[config.mk]
export PLATFORM = sky130hd
export DESIGN_NAME = haze_pass_sequencer
export DESIGN_NICKNAME = d
export VERILOG_FILES = /design/src/rtl/haze_pkg.sv /design/src/rtl/haze_frame_counter.sv /design/src/rtl/haze_pass_sequencer.sv
export SDC_FILE = /design/constraint.sdc
export NUM_CORES = 1
export LEC_CHECK = 0
export CAP_MARGIN = 30
export CORE_ASPECT_RATIO = 0.75
export CORE_MARGIN = 1.5
export CORE_UTILIZATION = 60
export DETAILED_ROUTE_END_ITERATION = 8
export GPL_ROUTABILITY_DRIVEN = 0
export PLACE_DENSITY_LB_ADDON = 0.15
export RECOVER_POWER = 50
export SLEW_MARGIN = 20
export SYNTH_ARGS = -nofsm -noshare
export SYNTH_HDL_FRONTEND = slang
export SYNTH_SLANG_ARGS = --single-unit
[constraint.sdc]
create_clock -name ACLK -period 4.7 [get_ports ACLK]
set_clock_uncertainty 0.2 [all_clocks]
set_input_delay 0.94 -clock ACLK [delete_from_list [all_inputs] [get_ports ACLK]]
set_output_delay 0.94 -clock ACLK [all_outputs]
set_load 0.02 [all_outputs]
[src/rtl/haze_pkg.sv]
// Shared state encoding, pass constants and default image geometry for the
// two-pass haze-removal frame sequencer.
package haze_pkg;

  typedef enum logic [2:0] {
    IDLE,
    ALE_PASS,
    ALE_WAIT,
    TE_PASS,
    DRAIN,
    DONE
  } seq_state_t;

  localparam logic PASS_ALE = 1'b0;
  localparam logic PASS_TE  = 1'b1;

  localparam int DEF_IMG_WIDTH  = 512;
  localparam int DEF_IMG_HEIGHT = 512;
  localparam int DEF_CNT_W      = 20;

endpackage

[src/rtl/haze_frame_counter.sv]
// Beat counter with column/row tracking; clear has priority over increment.
// Row wraps back to 0 after the last row so it never leaves its range.
module haze_frame_counter #(
  parameter int IMG_WIDTH  = 512,
  parameter int IMG_HEIGHT = 512,
  parameter int CNT_W      = 20
) (
  input  logic                          ACLK,
  input  logic                          ARESETn,
  input  logic                          clr,
  input  logic                          inc,
  output logic [CNT_W-1:0]              cnt,
  output logic [$clog2(IMG_WIDTH)-1:0]  col,
  output logic [$clog2(IMG_HEIGHT)-1:0] row
);

  localparam int COL_W = $clog2(IMG_WIDTH);
  localparam int ROW_W = $clog2(IMG_HEIGHT);
  localparam logic [COL_W-1:0] COL_LAST = COL_W'(IMG_WIDTH - 1);
  localparam logic [ROW_W-1:0] ROW_LAST = ROW_W'(IMG_HEIGHT - 1);

  logic [CNT_W-1:0] cnt_reg, cnt_next;
  logic [COL_W-1:0] col_reg, col_next;
  logic [ROW_W-1:0] row_reg, row_next;

  always_comb begin
    cnt_next = cnt_reg;
    col_next = col_reg;
    row_next = row_reg;
    if (clr) begin
      cnt_next = '0;
      col_next = '0;
      row_next = '0;
    end else if (inc) begin
      cnt_next = cnt_reg + CNT_W'(1);
      if (col_reg == COL_LAST) begin
        col_next = '0;
        row_next = (row_reg == ROW_LAST) ? '0 : row_reg + ROW_W'(1);
      end else begin
        col_next = col_reg + COL_W'(1);
      end
    end
  end

  always_ff @(posedge ACLK or negedge ARESETn) begin
    if (!ARESETn) begin
      cnt_reg <= '0;
      col_reg <= '0;
      row_reg <= '0;
    end else begin
      cnt_reg <= cnt_next;
      col_reg <= col_next;
      row_reg <= row_next;
    end
  end

  assign cnt = cnt_reg;
  assign col = col_reg;
  assign row = row_reg;

endmodule

[src/rtl/haze_pass_sequencer.sv]
// Frame-level two-pass controller (ALE pass, then TE/SRSC pass) for the haze datapath.
// Optional TLAST consistency checking is enabled by defining HAZE_SEQ_TLAST_CHECK_EN.
module haze_pass_sequencer
  import haze_pkg::*;
#(
  parameter int IMG_WIDTH  = DEF_IMG_WIDTH,
  parameter int IMG_HEIGHT = DEF_IMG_HEIGHT,
  parameter int CNT_W      = DEF_CNT_W
) (
  input  logic                          ACLK,
  input  logic                          ARESETn,
  input  logic                          enable,
  input  logic                          s_valid,
  input  logic                          s_tlast,
  input  logic                          dp_ready,
  input  logic                          ale_done,
  input  logic                          m_valid,
  input  logic                          m_ready,
  output logic                          s_accept,
  output logic                          pass_sel,
  output logic                          ale_en,
  output logic                          te_en,
  output logic                          m_en,
  output logic                          m_tlast,
  output logic [$clog2(IMG_WIDTH)-1:0]  col,
  output logic [$clog2(IMG_HEIGHT)-1:0] row,
  output logic                          frame_done,
  output logic                          err_tlast
);

  localparam int N     = IMG_WIDTH * IMG_HEIGHT;
  localparam int COL_W = $clog2(IMG_WIDTH);
  localparam int ROW_W = $clog2(IMG_HEIGHT);
  localparam logic [CNT_W-1:0] LAST_BEAT = CNT_W'(N - 1);

  seq_state_t state_reg, state_next;

  logic in_beat, out_beat, in_last, out_last;
  logic ale_go;

  // Index 0 counts accepted input beats, index 1 counts output beats.
  logic [1:0]       cnt_clr, cnt_inc;
  logic [CNT_W-1:0] cnt_arr [2];
  logic [COL_W-1:0] col_arr [2];
  logic [ROW_W-1:0] row_arr [2];

  genvar gi;
  generate
    for (gi = 0; gi < 2; gi++) begin : g_cnt
      haze_frame_counter #(
        .IMG_WIDTH (IMG_WIDTH),
        .IMG_HEIGHT(IMG_HEIGHT),
        .CNT_W     (CNT_W)
      ) u_cnt (
        .ACLK   (ACLK),
        .ARESETn(ARESETn),
        .clr    (cnt_clr[gi]),
        .inc    (cnt_inc[gi]),
        .cnt    (cnt_arr[gi]),
        .col    (col_arr[gi]),
        .row    (row_arr[gi])
      );
    end
  endgenerate

  // Moore decode: everything below depends only on registered state/counters.
  assign s_accept   = (state_reg == ALE_PASS) || (state_reg == TE_PASS);
  assign ale_en     = (state_reg == ALE_PASS);
  assign te_en      = (state_reg == TE_PASS) || (state_reg == DRAIN);
  assign m_en       = te_en;
  assign pass_sel   = (state_reg inside {TE_PASS, DRAIN, DONE}) ? PASS_TE : PASS_ALE;
  assign frame_done = (state_reg == DONE);
  assign m_tlast    = m_en && out_last;
  assign col        = col_arr[0];
  assign row        = row_arr[0];

  assign in_beat  = s_valid && s_accept && dp_ready;
  assign out_beat = m_valid && m_en && m_ready;
  assign in_last  = (cnt_arr[0] == LAST_BEAT);
  assign out_last = (cnt_arr[1] == LAST_BEAT);
  assign ale_go   = (state_reg == ALE_WAIT) && ale_done;

  assign cnt_inc[0] = in_beat;
  assign cnt_inc[1] = out_beat;
  assign cnt_clr[0] = ((state_reg == IDLE) && enable) || ale_go;
  assign cnt_clr[1] = ale_go;

  // Only the input counter's position is meaningful.
  logic unused_out_pos;
  assign unused_out_pos = ^{col_arr[1], row_arr[1]};

  always_comb begin
    state_next = state_reg;
    case (state_reg)
      IDLE:     if (enable)              state_next = ALE_PASS;
      ALE_PASS: if (in_beat && in_last)  state_next = ALE_WAIT;
      ALE_WAIT: if (ale_done)            state_next = TE_PASS;
      TE_PASS:  if (in_beat && in_last)  state_next = DRAIN;
      DRAIN:    if (out_beat && out_last) state_next = DONE;
      DONE:                              state_next = IDLE;
      default:                           state_next = IDLE;
    endcase
  end

  always_ff @(posedge ACLK or negedge ARESETn) begin
    if (!ARESETn) state_reg <= IDLE;
    else          state_reg <= state_next;
  end

`ifdef HAZE_SEQ_TLAST_CHECK_EN
  logic err_reg;

  // Sticky: any beat whose TLAST disagrees with the beat count latches the flag.
  always_ff @(posedge ACLK or negedge ARESETn) begin
    if (!ARESETn)                           err_reg <= 1'b0;
    else if (in_beat && (s_tlast != in_last)) err_reg <= 1'b1;
  end

  assign err_tlast = err_reg;
`else
  logic unused_tlast;
  assign unused_tlast = s_tlast;
  assign err_tlast    = 1'b0;
`endif

endmodule

==> out/summary.json <==
{
  "cts_tree": "yes",
  "reg2regPathDepth": 9,
  "hold_violations": 0,
  "final.signal_inverter_count": 11,
  "worst_skew_pair.late_latency_ps": 330,
  "synth-edff-count": 0,
  "warning_count": 27,
  "final_standard_cell_count_with_taps_included_and_fillers_excluded": 487,
  "post_drt_via_cell_ratio": 6.29,
  "total_switching_power_mw": 0.350,
  "worstHoldStart": "g_cnt[0].u_cnt.row[6]",
  "r2r-start": "g_cnt[0].u_cnt.col[0]",
  "holdCritPathClass": "reg -> reg",
  "critical_path.top_delay_family": "simple AND/OR/NAND/NOR gates",
  "grt_first_pass_wirelength_mm": 13.3,
  "whs_endpoint": "g_cnt[0].u_cnt.row[6]",
  "post-place-ws_ps": 1290,
  "grt_antenna_before_repair": 0,
  "route.detailed.drc": 0,
  "power_sequential_mw": 0.618,
  "cts.hold.buffers_added": 0,
  "yosys_warning_tally": 0,
  "synthDominantAreaCellType": "dfrtp_1",
  "setup_total_negative_slack_ps": 0,
  "layout.nonclk_buf_share_pct": 8.44,
  "yosysMostFrequentCell": "dfrtp_1",
  "drt-wirelength-per-cell_um": 16.0,
  "clock_sinks": 61,
  "multiInputGateArea_um2": 1840,
  "ioPinCount": 35,
  "final_min_period_over_clock_period_pct": 76.5,
  "dominant-cell-class": "multi-input combinational cells",
  "max_cap_violations": 1,
  "netlist-cell-type-count": 58,
  "critPathMaxFanout": 14,
  "port_buffers": 32,
  "post_synth_xor_area_fraction_pct": 3.25,
  "chip_area_um2": 6300,
  "finalMaxSlewViolations": 36,
  "worstPathRequired_ps": 3560,
  "synthToLayoutAreaGrowth_pct": 14.4,
  "cp_data_arrival_time_ps": 2450,
  "dr_top_layer": "met4",
  "floorplan.rows": 23,
  "logic_family": "simple AND/OR/NAND/NOR gates",
  "ys_seq_elements": 61,
  "ff2ff_setup_slack_ps": 1670,
  "sh_seq_area_pct": 38.1,
  "report.power.total_mw": 1.20,
  "initCoreUtil_pct": 64.0,
  "h-tree-depth": 3,
  "num-fill-cells": 406,
  "numCtsBuffers": 9,
  "synthDominantCellAreaShare_pct": 43.6,
  "dr.pass1.iters": 5,
  "synthArstFlopShare_pct": 100,
  "crit_start_category": "register",
  "grt_setup_unrepaired": "no",
  "path_cells": "or3b_1 > nand2_1 > and4_1 > clkdlybuf4s50_1",
  "syn-cell-area_um2": 3500,
  "floorplan.die.width_um": 91.2,
  "placement.cell_area_um2": 3850,
  "final_design_area_no_fill_um2": 4000,
  "sw_frac_of_total_pct": 29.1,
  "post_synth_adder_cell_area_pct": 2.15,
  "met3_length_um": 485,
  "slew_headroom_pct": -28.3,
  "critPathLaunch": "state_reg[2]",
  "flop_cell": "dfrtp_1",
  "tightest_slew_ps": 1920,
  "run_status": "finished with violations",
  "power.density_nw_per_um2": 301,
  "route.vias.total": 3063,
  "r2r_end": "g_cnt[0].u_cnt.row[3]",
  "postSynthCellCount": 380,
  "setup_viol": 0,
  "violated_checks": "capacitance limit, slew limit",
  "drt-met1-wl_mm": 3.77,
  "comb-cell-share_pct": 45.9,
  "numSequentialCells": 61,
  "nNonClkBuffers": 37,
  "final_core_util_pct": 73.2
}
[layout by cell type, fill, tap and decap left out, types with 3 or more instances in the layout]
cell	instances
and4_1	7
clkbuf_1	5
o21ai_0	20
or4_1	4
and2_1	5
nor3b_1	3
nor4_1	5
dfrtp_1	61
nor2_1	28
xor2_1	4
xnor2_1	9
ha_1	6
clkbuf_8	11
and3_1	12
a21oi_1	31
o31ai_1	3
or3_1	5
mux2i_1	8
nand2b_1	5
clkdlybuf4s50_1	30
nand2_1	43
nor3_1	4
inv_1	11
nand4_1	14
a211oi_1	7
nand3_1	21
a31o_2	6
o41ai_1	3
nor4b_1	3
Hierarchy map of the flops:
Scale: 3 px per um. Other sequential cells in the stronger gray, the rest of the logic in the fainter gray.
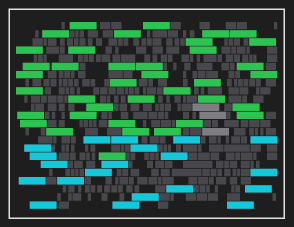
| scope | color | sequential cells |
|---|---|---|
| g_cnt[1] | cyan | 20 |
| g_cnt[0] | green | 38 |
not colored: 3

Cell sizes after repair:
Scale: 4 px per um.
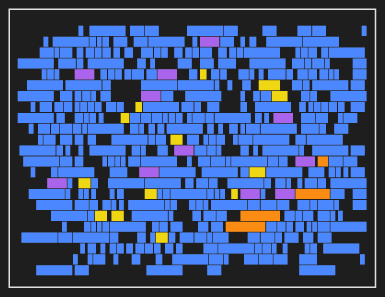
| size | color | cells | share |
|---|---|---|---|
| x1 and smaller | blue | 384 | 93% |
| x2 | yellow | 13 | 3.2% |
| x6 and larger | purple | 11 | 2.7% |
| x3 and x4 | orange | 4 | 0.97% |

M1 wires:
Scale: 4 px per um.
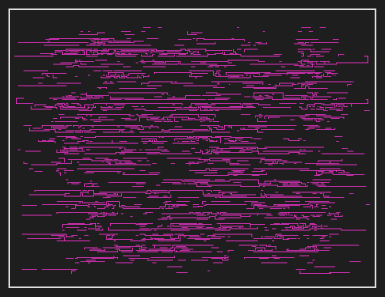
longest straight run: 23.0 um
nets with wire on the layer: 389

Congestion heat map:
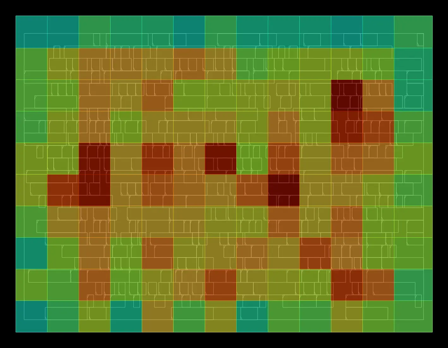
routing usage on met3: 6.40%
met1 GRT Util: 38.6%
busiest layer in global routing: met1
met2 routing resource usage after global routing: 38.0%

